File: src/rtl/align_word_packer.sv
// align_word_packer: packs pairs of N-bit words into 2N-bit words.
// A lone final word of a packet leaves as a half word with the upper half zero.
// Packed words queue in a 2-entry output FIFO; o_stall is driven from registers only.
//
// state    | meaning
// LO_EMPTY | no word held in the low register
// LO_HELD  | one word held in the low register (with its last flag)
module align_word_packer #(
  parameter int N = 16
) (
  input  logic           clk,
  input  logic           rst_n,
  input  logic [N-1:0]   i_data,
  input  logic           i_last,
  input  logic           i_valid,
  output logic           o_stall,
  output logic [2*N-1:0] o_data,
  output logic           o_last,
  output logic           o_half,
  output logic           o_valid,
  input  logic           i_stall
);

  typedef enum logic {
    LO_EMPTY = 1'b0,
    LO_HELD  = 1'b1
  } state_t;

  state_t         state;
  logic [N-1:0]   lo_data;
  logic           lo_last;

  logic [2*N-1:0] fifo_data [2];
  logic           fifo_last [2];
  logic           fifo_half [2];
  logic [1:0]     head;
  logic [1:0]     tail;

  logic           fifo_empty;
  logic           fifo_full;
  logic           push;
  logic           pop;
  logic           enq;
  logic [2*N-1:0] enq_data;
  logic           enq_last;
  logic           enq_half;

  // Pointer compare: the extra wrap bit distinguishes full from empty.
  assign fifo_empty = (head == tail);
  assign fifo_full  = (head[0] == tail[0]) && (head[1] != tail[1]);

  // A full FIFO refuses every push, even one that would only fill the low register,
  // so o_stall never has to look at i_last or i_valid.
  assign push = i_valid && !fifo_full;
  assign pop  = !fifo_empty && !i_stall;
  assign enq  = push && ((state == LO_HELD) || i_last);

  // Packed word formed from the held low word (if any) and the incoming word.
  always_comb begin
    enq_data = '0;
    enq_last = 1'b0;
    enq_half = 1'b0;
    if (state == LO_HELD) begin
      enq_data = {i_data, lo_data};
      enq_last = i_last || lo_last;
      enq_half = 1'b0;
    end else begin
      enq_data = {{N{1'b0}}, i_data};
      enq_last = 1'b1;
      enq_half = 1'b1;
    end
  end

  // Packer FSM: holds the first word of a pair until its partner arrives.
  always_ff @(posedge clk or negedge rst_n) begin
    if (!rst_n) begin
      state   <= LO_EMPTY;
      lo_data <= '0;
      lo_last <= 1'b0;
    end else if (push) begin
      case (state)
        LO_EMPTY: begin
          if (!i_last) begin
            lo_data <= i_data;
            lo_last <= i_last;
            state   <= LO_HELD;
          end
        end
        LO_HELD: begin
          lo_last <= 1'b0;
          state   <= LO_EMPTY;
        end
        default: state <= LO_EMPTY;
      endcase
    end
  end

  // Output FIFO storage and pointers; push and pop may happen in the same cycle.
  always_ff @(posedge clk or negedge rst_n) begin
    if (!rst_n) begin
      for (int k = 0; k < 2; k++) begin
        fifo_data[k] <= '0;
        fifo_last[k] <= 1'b0;
        fifo_half[k] <= 1'b0;
      end
      head <= 2'd0;
      tail <= 2'd0;
    end else begin
      if (enq) begin
        fifo_data[tail[0]] <= enq_data;
        fifo_last[tail[0]] <= enq_last;
        fifo_half[tail[0]] <= enq_half;
        tail               <= tail + 2'd1;
      end
      if (pop) begin
        head <= head + 2'd1;
      end
    end
  end

  assign o_data  = fifo_data[head[0]];
  assign o_last  = fifo_last[head[0]];
  assign o_half  = fifo_half[head[0]];
  assign o_valid = !fifo_empty;
  assign o_stall = fifo_full;

endmodule

File: config.mk
export PLATFORM = sky130hd
export DESIGN_NAME = align_word_packer
export DESIGN_NICKNAME = d
export VERILOG_FILES = /design/src/rtl/align_word_packer.sv
export SDC_FILE = /design/constraint.sdc
export NUM_CORES = 1
export LEC_CHECK = 0
export CAP_MARGIN = 15
export CORE_MARGIN = 2
export CORE_UTILIZATION = 55
export DETAILED_ROUTE_END_ITERATION = 10
export HOLD_SLACK_MARGIN = 0.15
export PLACE_DENSITY = 0.83
export SLEW_MARGIN = 10
export SYNTH_ARGS = -nofsm -noshare
export SYNTH_HDL_FRONTEND = slang
export SYNTH_SLANG_ARGS = --single-unit
File: constraint.sdc
create_clock -name clk -period 2.5 [get_ports clk]
set_input_delay 0.25 -clock clk [delete_from_list [all_inputs] [get_ports clk]]
set_output_delay 0.25 -clock clk [all_outputs]
set_load 0.005 [all_outputs]
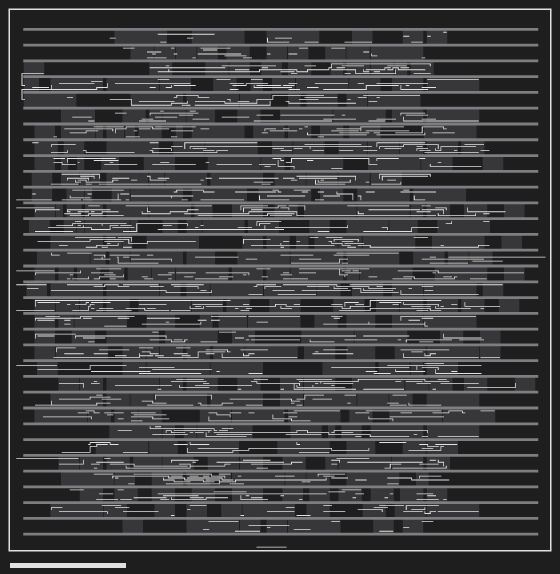
Fig. 1. M1 wires (run 1).
Bar = 20 um. Supply wires on this layer in grey. Cells faint in the background.
The layer holds 47% of the routed length. The layer carries 3680 um of wire. The wires run mostly horizontal.
via count: 2367
total routed wirelength: 7.828 mm
global routing usage on met1: 25.96%

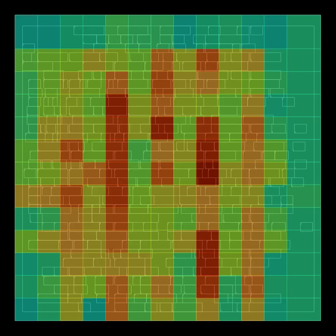
Fig. 2. Routing congestion (run 1).
met3 routing resource usage after global routing: 3.223%
overall global routing resource usage: 19.42%
WL/cell: 17.47 um

==> results.rst, run 1 <==
Synthesis and place-and-route
=============================

.. list-table::
   :header-rows: 1

   * - Metric
     - Value
   * - Status
     - complete, no violations
   * - Startpoint types
     - flop
   * - Mapped Area
     - 4365 um^2
   * - Power per cell area
     - 1308 nW/um^2
   * - P_sw
     - 2.073 mW
   * - Cell depth of the worst setup path
     - 3
   * - Reg area
     - 2228 um^2
   * - Post-synth mux share
     - roughly two fifths
   * - Final Non-Filler Cells
     - 448
   * - Net count, final
     - 363
   * - Maximum vdd ir drop
     - between 700 and 800 uV
   * - Number of flip-flops under the largest register name
     - approximately 64
   * - Critical R2R Capture
     - lo_data[14]$_DFFE_PN0P_
   * - Number of cells in the design after placement
     - 432
   * - Total leakage power
     - 2.319 nW
   * - Number of rows created at floorplan
     - 32
   * - Antenna cells
     - 0
   * - Yosys stat chip area
     - ~4400 um^2
   * - Count of routing violations after the opening detailed-route iteration
     - approximately 100
   * - Hold/Removal Path Class
     - input port to asynchronous set/reset pin
   * - Largest buffer count on any clock path
     - 2
   * - TritonCTS Buffers
     - 9
   * - Number of failing setup endpoints in the final timing report
     - 0
   * - Cell resize tally after clock tree synthesis
     - 0
   * - Compound Share, Synth
     - 4.127%
   * - Tap Count
     - 102
   * - DRC violation count after routing
     - 0
   * - Logic pwr share
     - 49.4%
   * - Final standard cell utilization of the core
     - 67.81%
   * - Height of the chip
     - 93.09 um
   * - TritonCTS clock tree
     - done
   * - FFs & Latches
     - 89
   * - Cell Area, Placed
     - between 5000 and 6000 um^2
   * - Top non-seq family
     - multiplexers
   * - Number of library cell types mapped by synthesis
     - 28
   * - Sequential group share of total power
     - between 30% and 40%
   * - Number of multi-input combinational cells
     - 176
   * - Achievable frequency
     - 457.8 MHz
   * - Critical path startpoint
     - tail[0]$_DFFE_PN0P_
   * - XOR/XNOR Fraction of Synth Area
     - 1.146%
   * - Area of the core
     - 7727 um^2
   * - Number of clock buffer instances in the layout
     - 13
   * - Count of port buffers added during placement
     - roughly 56
   * - Wire length on met2
     - around 3.7 mm
   * - Logic area
     - 2013 um^2
   * - Proportion of cell area occupied by registers
     - between 40% and 50%
   * - Sequential element share of the synthesized area
     - roughly half
   * - Clock root buffer
     - clkbuf_8
   * - Minimum clock period
     - around 2200 ps
   * - Synth cell count leaders
     - dfrtp_1 (89), mux2_2 (84), mux2_4 (47)
   * - Int Power
     - 4.780 mW
   * - Fin Setup TNS
     - 0 ps
   * - Post-CTS clock slew at the launch and capture registers of the worst setup and hold paths
     - 80 ps
   * - Non-Clock Inverter Count
     - 3
   * - Total chip power
     - slightly below 7 mW
   * - Antenna violations before repair
     - 0
   * - Share of the clock period used by the worst path after layout
     - a little under 90%
   * - Starting density of the core
     - 56.49%
   * - Area share of buffers outside the clock network
     - 12.66%
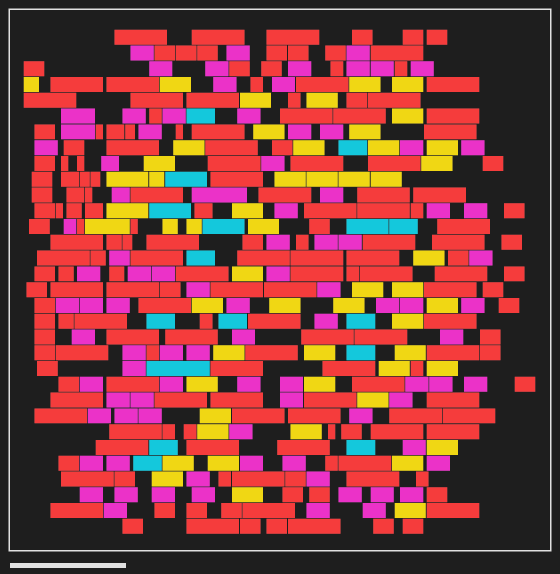
Fig. 3. Sizing map (run 1).
Bar = 20 um.
Key: cyan = drive 6 and up [cells 16]; red = drive 1 or less [cells 185]; yellow = drive 3 to 4 [cells 54]; magenta = drive 2 [cells 91]
Worst Slack Setup Final: 315.7 ps
area growth from synthesis to layout: 20.03%
post-route cell area: 5240 um^2
Buffers excl. clock: 63

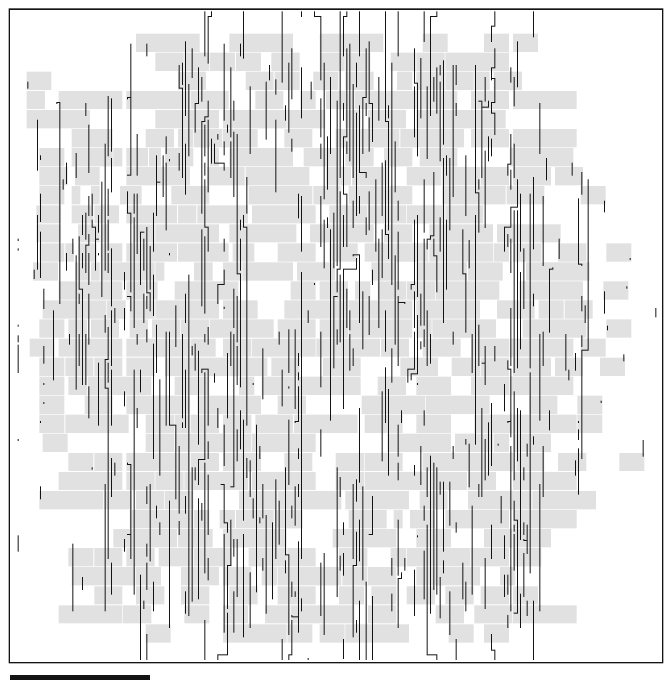
Fig. 4. Met2 routing (run 1).
Bar = 20 um. Cells faint in the background.
The longest straight run is 48.6 um. The wires run mostly vertical. The layer carries 3710 um of wire. 324 nets have wire on it. The layer holds 47% of the routed length.
Global Route met2 Usage: 31.34%

Fig. 5: run 1, close-up of the layout
Bar = 10 um. Region (27, 8) to (67, 48) um. Cells in grey, sequential cells in the stronger grey; small squares are vias.
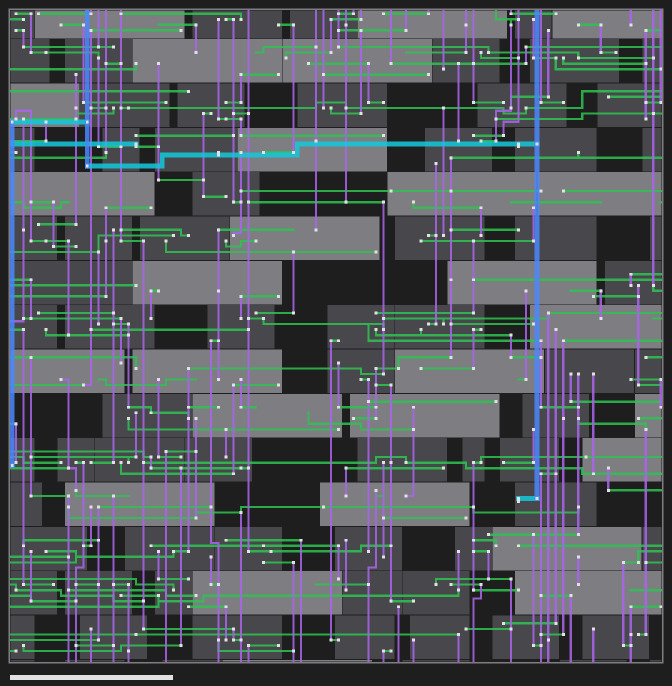

--- run 2 (diff from run 1) ---
- CORE_UTILIZATION: 55 -> 59
- PLACE_DENSITY: 0.83 -> 0.88
- clock period: 2.5 -> 2.64 ns (I/O delays scaled with it)
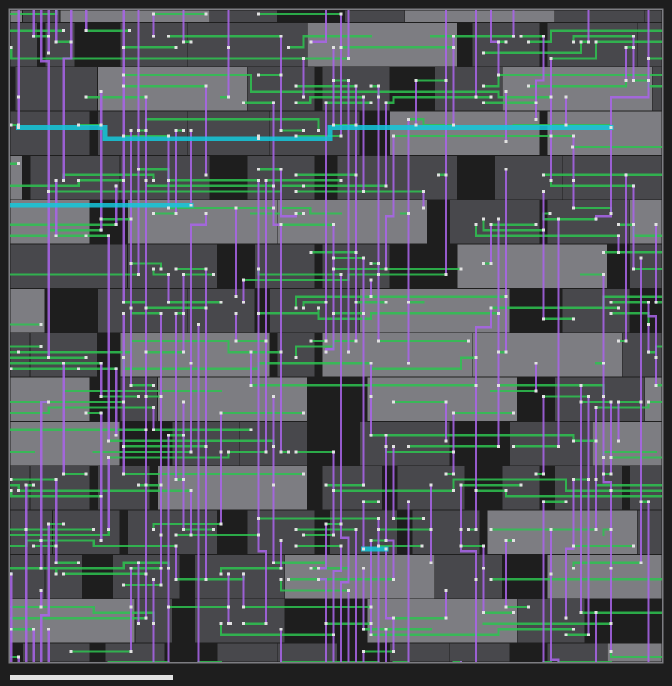
Fig. 6. Close-up of the layout (run 2).
Bar = 10 um. Region (25, 7) to (65, 47) um. Cells in grey, sequential cells in the stronger grey; small squares are vias.
Key: purple = met2; green = met1; cyan = met3
Most frequent: mux2_2 (23), dfrtp_1 (23), mux2_4 (14). 81 logic cells have their middle in the window. Netlist names of flops here include fifo_data (18), lo_data (5). Sequential cells in the window: 23.

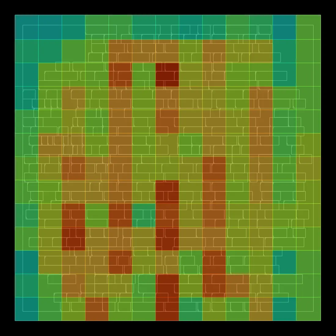
Fig. 7. Routing congestion (run 2).
met3 routing resource usage after global routing: 4.023%
Global Route met2 Usage: 34.90%
final standard cell utilization of the core: 73.22%
most utilized layer in the global route result: met2
WL/cell: 18.19 um

==> run 2 against run 1 <==
Effect of this change: sequential power is 3% lower; highest routed layer unchanged; synthesized cell count stayed put; global-route usage is 2.2 points higher; utilization is 5.4 points higher; combinational power is 6% lower; critical path depth stayed put; register-to-register slack better by 90 ps; clock skew is 4.5 ps higher; critical endpoint is now o_data[18]; first-iteration DRC count is 4.0% lower; total power is 2.9% lower; worst setup slack worse by 65 ps; clock-buffer cell count is 3 lower.
==> results.rst, run 2 <==
Synthesis and place-and-route
=============================

.. list-table::
   :header-rows: 1

   * - Metric
     - Value
   * - Status
     - complete, no violations
   * - Buffers excl. clock
     - ~64
   * - Height of the chip
     - between 90 and 100 um
   * - Cell depth of the worst setup path
     - 3
   * - Number of rows created at floorplan
     - 31
   * - Post-synth mux share
     - between 30% and 40%
   * - Starting density of the core
     - between 60% and 70%
   * - Achievable frequency
     - 418.6 MHz
   * - Area share of buffers outside the clock network
     - 12.70%
   * - Number of clock buffer instances in the layout
     - 10
   * - Yosys stat chip area
     - roughly 4400 um^2
   * - Reg area
     - 2228 um^2
   * - Area of the core
     - 7214 um^2
   * - Mapped Area
     - 4365 um^2
   * - TritonCTS Buffers
     - 9
   * - P_sw
     - 2.041 mW
   * - Number of multi-input combinational cells
     - 176
   * - FFs & Latches
     - 89
   * - Post-route cell area
     - roughly 5300 um^2
   * - Sequential group share of total power
     - 36.0%
   * - DRC violation count after routing
     - 0
   * - Area growth from synthesis to layout
     - 21.01%
   * - Clock root buffer
     - clkbuf_8
   * - Startpoint types
     - flop
   * - Final Non-Filler Cells
     - 447
   * - Antenna cells
     - 0
   * - Worst Slack Setup Final
     - between 200 and 300 ps
   * - Count of port buffers added during placement
     - about 56
   * - Count of routing violations after the opening detailed-route iteration
     - 96
   * - Power per cell area
     - 1260 nW/um^2
   * - Top non-seq family
     - multiplexers
   * - Number of cells in the design after placement
     - 430
   * - Post-CTS clock slew at the launch and capture registers of the worst setup and hold paths
     - 90 ps
   * - Number of failing setup endpoints in the final timing report
     - 0
   * - Fin Setup TNS
     - 0 ps
   * - Compound Share, Synth
     - 4.127%
   * - Cell resize tally after clock tree synthesis
     - 0
   * - Net count, final
     - 364
   * - Critical R2R Capture
     - fifo_data[63]$_DFFE_PN0P_
   * - Sequential element share of the synthesized area
     - 51.02%
   * - Critical path startpoint
     - head[0]$_DFFE_PN0P_
No activity file was given, so power comes from the tool's default toggle rates.
